===== src/rtl/regfile_wb_arbiter_if.sv =====
// Bus bundle between the pipeline/result unit and the register-file write arbiter.
// The slave modport is the arbiter's side.
interface regfile_wb_arbiter_if #(
   parameter int DATA_W = 32
);
   logic              wb_valid;
   logic [4:0]        wb_addr;
   logic [DATA_W-1:0] wb_data;
   logic              mc_req;
   logic [4:0]        mc_addr;
   logic [DATA_W-1:0] mc_data;
   logic              mc_ready;
   logic              mc_issue;
   logic [4:0]        mc_issue_addr;
   logic              rf_we;
   logic [4:0]        rf_waddr;
   logic [DATA_W-1:0] rf_wdata;
   logic [31:0]       busy_mask;
   logic              wb_hold;
   logic              scrub_busy;

   modport master (
      output wb_valid, wb_addr, wb_data,
      output mc_req, mc_addr, mc_data, mc_issue, mc_issue_addr,
      input  mc_ready, rf_we, rf_waddr, rf_wdata, busy_mask, wb_hold, scrub_busy
   );

   modport slave (
      input  wb_valid, wb_addr, wb_data,
      input  mc_req, mc_addr, mc_data, mc_issue, mc_issue_addr,
      output mc_ready, rf_we, rf_waddr, rf_wdata, busy_mask, wb_hold, scrub_busy
   );
endinterface


===== src/rtl/regfile_wb_arbiter.sv =====
// Single register-file write port shared by the WB stage and a FIFO of multi-cycle
// results, with a pending-result scoreboard, starvation hold and post-reset zero-scrub.
module regfile_wb_arbiter #(
   parameter int DATA_W         = 32,
   parameter int FIFO_DEPTH     = 2,
   parameter int STARVE_LIMIT   = 4,
   parameter int SCRUB_ON_RESET = 1
) (
   input logic                 clk,
   input logic                 reset,
   regfile_wb_arbiter_if.slave bus
);
   localparam int PTR_W    = $clog2(FIFO_DEPTH);
   localparam int CNT_W    = PTR_W + 1;
   localparam int STARVE_W = $clog2(STARVE_LIMIT + 1);

   typedef enum logic {ST_SCRUB, ST_RUN} state_t;
   localparam state_t RESET_STATE = (SCRUB_ON_RESET != 0) ? ST_SCRUB : ST_RUN;

   state_t              state_reg, state_next;
   logic [4:0]          scrub_idx_reg, scrub_idx_next;
   logic                rf_we_reg, rf_we_next;
   logic [4:0]          rf_waddr_reg, rf_waddr_next;
   logic [DATA_W-1:0]   rf_wdata_reg, rf_wdata_next;
   logic [31:0]         busy_reg, busy_next;
   logic                hold_reg, hold_next;
   logic [STARVE_W-1:0] starve_reg, starve_next;
   logic                mc_ready_reg, mc_ready_next;
   logic [PTR_W-1:0]    wr_ptr_reg, rd_ptr_reg;
   logic [CNT_W-1:0]    count_reg, count_next;

   logic [4:0]          fifo_addr [FIFO_DEPTH];
   logic [DATA_W-1:0]   fifo_data [FIFO_DEPTH];
   logic [4:0]          head_addr;
   logic [DATA_W-1:0]   head_data;
   logic                push, pop, blocked, issue_en;

   assign head_addr = fifo_addr[rd_ptr_reg];
   assign head_data = fifo_data[rd_ptr_reg];
   assign issue_en  = (state_reg == ST_RUN) && bus.mc_issue;
   assign blocked   = (state_reg == ST_RUN) && bus.wb_valid && (count_reg != '0);

   always_comb begin
      state_next     = state_reg;
      scrub_idx_next = scrub_idx_reg;
      rf_we_next     = 1'b0;
      rf_waddr_next  = rf_waddr_reg;
      rf_wdata_next  = rf_wdata_reg;
      push           = 1'b0;
      pop            = 1'b0;
      case (state_reg)
         ST_SCRUB: begin
            // Index wraps to 0 after r31; that cycle only hands over to RUN.
            if (scrub_idx_reg == 5'd0) begin
               state_next = ST_RUN;
            end else begin
               rf_we_next     = 1'b1;
               rf_waddr_next  = scrub_idx_reg;
               rf_wdata_next  = '0;
               scrub_idx_next = scrub_idx_reg + 5'd1;
            end
         end
         ST_RUN: begin
            push = bus.mc_req && mc_ready_reg;
            if (bus.wb_valid) begin
               rf_we_next    = (bus.wb_addr != 5'd0);
               rf_waddr_next = bus.wb_addr;
               rf_wdata_next = bus.wb_data;
            end else if (count_reg != '0) begin
               pop           = 1'b1;
               rf_we_next    = (head_addr != 5'd0);
               rf_waddr_next = head_addr;
               rf_wdata_next = head_data;
            end
         end
         default: state_next = ST_RUN;
      endcase
   end

   always_comb begin
      count_next    = count_reg + CNT_W'(push) - CNT_W'(pop);
      mc_ready_next = (state_next == ST_RUN) && (count_next < CNT_W'(FIFO_DEPTH));
      starve_next   = starve_reg;
      hold_next     = hold_reg;
      if (pop) begin
         starve_next = '0;
         hold_next   = 1'b0;
      end else begin
         // Hold follows one edge after the counter has saturated at the limit.
         if (starve_reg == STARVE_W'(STARVE_LIMIT)) begin
            hold_next = 1'b1;
         end
         if (blocked && (starve_reg != STARVE_W'(STARVE_LIMIT))) begin
            starve_next = starve_reg + STARVE_W'(1);
         end
      end
   end

   // Issue sets a bit, the pop that writes the entry clears it; set wins on a tie.
   assign busy_next[0] = 1'b0;
   generate
      for (genvar gi = 1; gi < 32; gi++) begin : g_busy
         assign busy_next[gi] = (issue_en && (bus.mc_issue_addr == 5'(gi))) ||
                                (busy_reg[gi] && !(pop && (head_addr == 5'(gi))));
      end
   endgenerate

   always_ff @(posedge clk or negedge reset) begin
      if (!reset) begin
         state_reg     <= RESET_STATE;
         scrub_idx_reg <= 5'd1;
         rf_we_reg     <= 1'b0;
         rf_waddr_reg  <= 5'd0;
         rf_wdata_reg  <= '0;
         busy_reg      <= '0;
         hold_reg      <= 1'b0;
         starve_reg    <= '0;
         mc_ready_reg  <= 1'b0;
         wr_ptr_reg    <= '0;
         rd_ptr_reg    <= '0;
         count_reg     <= '0;
      end else begin
         state_reg     <= state_next;
         scrub_idx_reg <= scrub_idx_next;
         rf_we_reg     <= rf_we_next;
         rf_waddr_reg  <= rf_waddr_next;
         rf_wdata_reg  <= rf_wdata_next;
         busy_reg      <= busy_next;
         hold_reg      <= hold_next;
         starve_reg    <= starve_next;
         mc_ready_reg  <= mc_ready_next;
         count_reg     <= count_next;
         if (push) wr_ptr_reg <= wr_ptr_reg + PTR_W'(1);
         if (pop)  rd_ptr_reg <= rd_ptr_reg + PTR_W'(1);
      end
   end

   always_ff @(posedge clk) begin
      if (push) begin
         fifo_addr[wr_ptr_reg] <= bus.mc_addr;
         fifo_data[wr_ptr_reg] <= bus.mc_data;
      end
   end

   assign bus.rf_we      = rf_we_reg;
   assign bus.rf_waddr   = rf_waddr_reg;
   assign bus.rf_wdata   = rf_wdata_reg;
   assign bus.busy_mask  = busy_reg;
   assign bus.wb_hold    = hold_reg;
   assign bus.mc_ready   = mc_ready_reg;
   assign bus.scrub_busy = (state_reg == ST_SCRUB);
endmodule

===== src/flat_wrapper.sv =====
// flat-port wrapper written by rule: the top's interface ports become plain ports
module regfile_wb_arbiter_flat 
#(
   parameter int DATA_W         = 32,
   parameter int FIFO_DEPTH     = 2,
   parameter int STARVE_LIMIT   = 4,
   parameter int SCRUB_ON_RESET = 1
)
  (clk, reset, bus_wb_valid, bus_wb_addr, bus_wb_data, bus_mc_req, bus_mc_addr, bus_mc_data, bus_mc_issue, bus_mc_issue_addr, bus_mc_ready, bus_rf_we, bus_rf_waddr, bus_rf_wdata, bus_busy_mask, bus_wb_hold, bus_scrub_busy);
  regfile_wb_arbiter_if #(.DATA_W(DATA_W)) bus_i ();
  input logic clk;
  input logic reset;
  input wire logic [$bits(bus_i.wb_valid)-1:0] bus_wb_valid;
  input wire logic [$bits(bus_i.wb_addr)-1:0] bus_wb_addr;
  input wire logic [$bits(bus_i.wb_data)-1:0] bus_wb_data;
  input wire logic [$bits(bus_i.mc_req)-1:0] bus_mc_req;
  input wire logic [$bits(bus_i.mc_addr)-1:0] bus_mc_addr;
  input wire logic [$bits(bus_i.mc_data)-1:0] bus_mc_data;
  input wire logic [$bits(bus_i.mc_issue)-1:0] bus_mc_issue;
  input wire logic [$bits(bus_i.mc_issue_addr)-1:0] bus_mc_issue_addr;
  output wire logic [$bits(bus_i.mc_ready)-1:0] bus_mc_ready;
  output wire logic [$bits(bus_i.rf_we)-1:0] bus_rf_we;
  output wire logic [$bits(bus_i.rf_waddr)-1:0] bus_rf_waddr;
  output wire logic [$bits(bus_i.rf_wdata)-1:0] bus_rf_wdata;
  output wire logic [$bits(bus_i.busy_mask)-1:0] bus_busy_mask;
  output wire logic [$bits(bus_i.wb_hold)-1:0] bus_wb_hold;
  output wire logic [$bits(bus_i.scrub_busy)-1:0] bus_scrub_busy;
  assign bus_i.wb_valid = bus_wb_valid;
  assign bus_i.wb_addr = bus_wb_addr;
  assign bus_i.wb_data = bus_wb_data;
  assign bus_i.mc_req = bus_mc_req;
  assign bus_i.mc_addr = bus_mc_addr;
  assign bus_i.mc_data = bus_mc_data;
  assign bus_i.mc_issue = bus_mc_issue;
  assign bus_i.mc_issue_addr = bus_mc_issue_addr;
  assign bus_mc_ready = bus_i.mc_ready;
  assign bus_rf_we = bus_i.rf_we;
  assign bus_rf_waddr = bus_i.rf_waddr;
  assign bus_rf_wdata = bus_i.rf_wdata;
  assign bus_busy_mask = bus_i.busy_mask;
  assign bus_wb_hold = bus_i.wb_hold;
  assign bus_scrub_busy = bus_i.scrub_busy;
  regfile_wb_arbiter #(.DATA_W(DATA_W), .FIFO_DEPTH(FIFO_DEPTH), .STARVE_LIMIT(STARVE_LIMIT), .SCRUB_ON_RESET(SCRUB_ON_RESET)) u_core (.clk(clk), .reset(reset), .bus(bus_i));
endmodule

===== config.mk =====
export PLATFORM = sky130hd
export DESIGN_NAME = regfile_wb_arbiter_flat
export DESIGN_NICKNAME = d
export VERILOG_FILES = /design/src/rtl/regfile_wb_arbiter_if.sv /design/src/rtl/regfile_wb_arbiter.sv /design/src/flat_wrapper.sv
export SDC_FILE = /design/constraint.sdc
export NUM_CORES = 1
export LEC_CHECK = 0
export CAP_MARGIN = 30
export CELL_PAD_IN_SITES_DETAIL_PLACEMENT = 0
export CELL_PAD_IN_SITES_GLOBAL_PLACEMENT = 2
export CORE_MARGIN = 2
export CORE_UTILIZATION = 30
export CTS_CLUSTER_SIZE = 8
export DETAILED_ROUTE_END_ITERATION = 10
export PLACE_DENSITY_LB_ADDON = 0.1
export SLEW_MARGIN = 20
export SYNTH_ARGS = -nofsm -noshare
export SYNTH_HDL_FRONTEND = slang
export SYNTH_SLANG_ARGS = --single-unit
export TNS_END_PERCENT = 1

===== constraint.sdc =====
create_clock -name clk -period 5.55 [get_ports clk]
set_clock_uncertainty 0.05 [all_clocks]
set_input_delay 1.11 -clock clk [delete_from_list [all_inputs] [get_ports clk]]
set_output_delay 1.11 -clock clk [all_outputs]
set_load 0.01 [all_outputs]

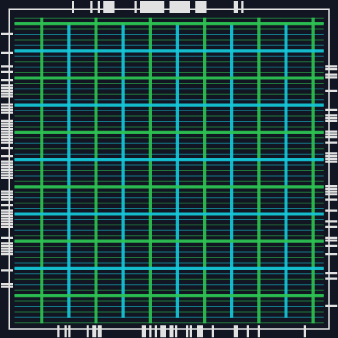
power_grid.png
Drawn at 2 px/µm. Pins as bars on the die edge.
[VSS] green
[VDD] cyan
rows: 56
met4 straps: 11

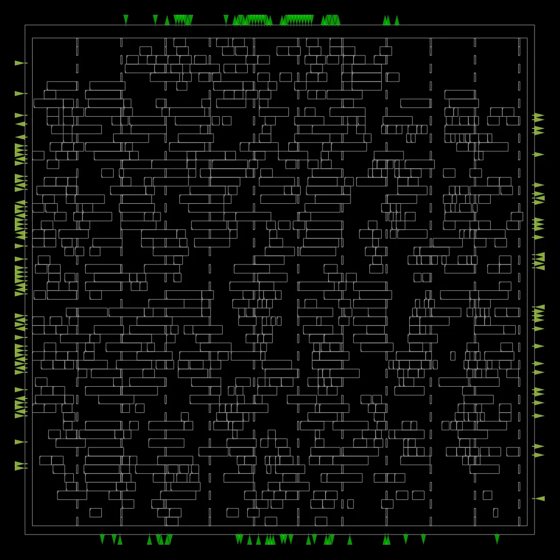
placement.png
well-tap cell count: 319
register fraction of the total cell area: 0.446
layout filler cell count: 2,256
number of standard cells in the layout, taps in and fillers out: 1,049

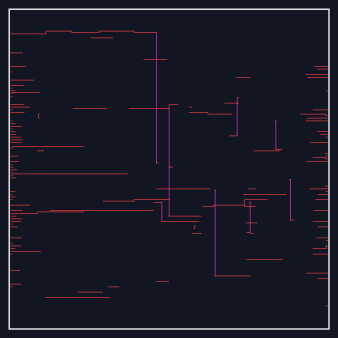
wires.png
Drawn at 2 px/µm. Two of the layers only.
[metal 3] red | wire length: 1,050 µm
[metal 4] magenta | wire length: 240 µm

==> run summary <==
Physical implementation status

The number of buffers inserted for hold repair after clock tree synthesis stands at 0. Summing every instance area after synthesis gives 7220 µm². No sink is reached through more buffers than the 2 on the longest clock path. The source-to-sink clock delay at the later pin of the worst-skew pair stands at 420 ps.

The async set-or-reset flop fraction in the synthesized netlist stands at 0.532. Checking hold timing, the worst path is listed with class reg2reg. The static leakage stands at 3.67 nW. The final weighted congestion recorded by global placement is 0.769. On the worst setup and hold paths after CTS, the clock-pin slew comes to 70 ps.

The count of mapped cells out of synthesis stands at 574. Per the CTS log, the maximum H-tree level is 4. The die is 159 µm wide. The count of nets left with antenna violations once routing finished came out at 0. The wire length of the first global-routing pass stands at 32,100 µm. In the post-route analysis, the smallest setup slack over all paths is 2330 ps. TritonCTS built the clock tree. Sorting the Yosys area breakdown by cell type puts at the top sky130_fd_sc_hd__edfxtp_1. Per the final layout report, the fraction of cells sized above drive strength 1 comes to 0.107.

The count of inserted antenna diode cells stands at 0. The number of synthesized flops with an enable pin stands at 74. The number of top-level design ports stands at 157. The arrival time of data at the critical path endpoint stands at 3470 ps.

The register bit total from synthesis stands at 158. Max fanout on the critical path was recorded as 38. Entering global routing, the biggest net connects 51 pins. For the pin with the worst max-slew slack, the measured transition is 892 ps. Post-CTS repair ended up resizing 0 cells.

Setup repair after global routing left no endpoint under its margin. According to the report, the first pass of detailed routing completed in 4 iterations. Counting endpoints that fail hold in the final report gives 0.

By count the netlist is led by sky130_fd_sc_hd__dfrtp_1, sky130_fd_sc_hd__edfxtp_1, sky130_fd_sc_hd__inv_1, sky130_fd_sc_hd__nand3_1, sky130_fd_sc_hd__nor2b_1. The post-synthesis cell count from yosys stands at 574. The register share after synthesis stands at 0.599. The die height stands at 159 µm. The detailed router reported a total wirelength of 20,800 µm. As logged by OpenROAD, the buffers inserted on ports number 155. The area of the core stands at 23,500 µm².

Among cell families on the critical path, the largest total delay comes from simple AND/OR/NAND/NOR gates. Among all flip-flop cells after synthesis, the most frequent one is sky130_fd_sc_hd__dfrtp_1. The synthesized area per cell stands at 12.6 µm². Per the layout area report, the register area comes to 4330 µm². In this run the tightest slew margin relative to its limit is 0.406. The placed wire-length estimate after detailed placement stands at 14,200 µm. The final critical path time including I/O delays and setup stands at 3220 ps.

The initial antenna violation count came to 0. TritonRoute reported its final design rule violation total as 0. The final route contains 5,332 vias. The area of the multi-input gates stands at 2570 µm². The register with the most flip-flops in the layout has 64 of them.

Per the timing report, the achievable frequency comes out to 311 MHz. The worst setup path is of the in2reg kind. Per the log, the first TritonRoute iteration ended with a DRC count of 235. Together, buffers and inverters on the worst path number 1.

For this design, the slowest cell found on the critical path is sky130_fd_sc_hd__nand2b_1. The run finished with clean final reports. When the netlist entered floorplanning its net count stood at 663.

The via count of the first global-routing pass is 5,510. The final period utilization stands at 0.580. The OpenROAD report gives the critical path a required time of 5800 ps. Per the detail_route report, vias per standard cell equal 5.08.
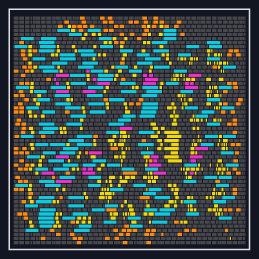
placement_by_type.png
Drawn at 1.5 px/µm. Fill, decap, tap and diode cells in gray.
[combinational and other logic] yellow | cells: 376 | share of their area: 29%
[flops] cyan | cells: 158 | share of their area: 47%
[clock drivers and dummy loads] magenta | cells: 32 | share of their area: 6.3%
[other buffers and delay cells] orange | cells: 164 | share of their area: 18%

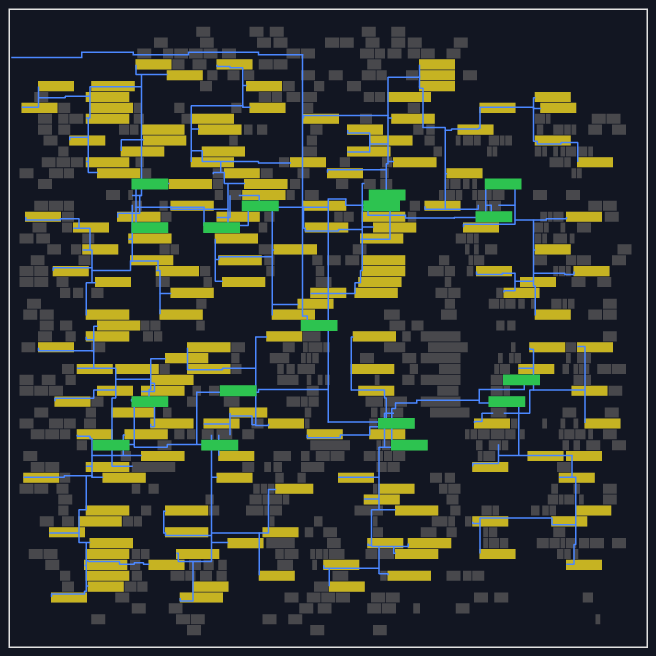
clk_routes.png
Drawn at 4 px/µm.
[clock wires] blue | length: 2,160 µm
[flip-flops] yellow | count: 158
[clock drivers] green | count: 17
flops lie: spread over the die

==> path summary, 6_finish.rpt <==
path	depth (start not counted)	endpoint	from	slack [ps]
min in group asynchronous	1	u_core.bus.busy_mask[3]	reset	640
max	6	u_core.count_reg[1]	bus_wb_valid	2330
max in group asynchronous	2	u_core.bus.rf_wdata[27]	reset	3780
max reg2reg	4	u_core.bus.busy_mask[28]	u_core.rd_ptr_reg	2760
min reg2reg	1	u_core.bus.rf_wdata[18]	u_core.bus.rf_wdata[18]	440
min	1	u_core.bus.rf_wdata[18]	u_core.bus.rf_wdata[18]	440
==> cells in the final DEF, fill, tap and decap left out, drive strengths merged, types with 7 or more instances in the layout <==
cell and count:
clkdlybuf4s50 153, dfrtp 83, edfxtp 74, inv 45
nand3 39, nor2b 39, o2bb2ai 33, a211oi 32
a22oi 32, o211ai 28, nand2 23, clkbuf 18
buf 11, mux2 10, a2111oi 8, or3b 7
nor2 7
==> per-layer routing <==
layer / global-route usage / wire (µm) / vias to the layer above
met4: 0.0426 / 240 / 0
li1: - / - / 2473
met5: 0 / 0 / -
met2: 0.282 / 10500 / 156
met3: 0.0419 / 1050 / 18
met1: 0.207 / 9040 / 2685
==> cell type report <==
cell class	instances	area share
clock inverter	14	0.0159
clock buffer	18	0.0443
sequential	158	0.446
tap	319	0.0412
multi-input combinational	337	0.266
inverter	39	0.0151
timing repair buffer	164	0.172
==> power by group <==
part | leakage, nW | internal [mW] | switching (mW) | total [mW]
clock | 0.279 | 0.636 | 0.525 | 1.16
sequential | 1.61 | 1.53 | 0.185 | 1.72
combinational | 1.78 | 0.655 | 0.747 | 1.40
total | 3.67 | 2.83 | 1.46 | 4.28
==> stage by stage <==
step / area (µm²) / power, mW / std cells / utilization / hold WS (ps)
4_1_cts: 9670 / 4.34 / 1048 / 0.411 / 444
3_5_place_dp: 9090 / 3.16 / 1016 / 0.386 / 427
3_3_place_gp: 9030 / 3.11 / 1013 / 0.384 / 427
2_1_floorplan: 7220 / 2.51 / 574 / - / 410
5_1_grt: 9690 / 4.53 / 1049 / 0.412 / 452
6_report: 9690 / 4.28 / 1049 / 0.412 / 441
==> kinds of logic after synthesis <==
group,Yosys count,share of synthesized area
AOI/OAI and AO/OA,156,0.188
xor gates and xnor gates,6,0.00728
adders and majority gates,5,0.00867
buffers and inverters,79,0.0463
DFF,158,0.599
muxes,12,0.0189
other,1,0.000520
and+or+nand+nor,157,0.131
Power and IR drop assume default switching activity.
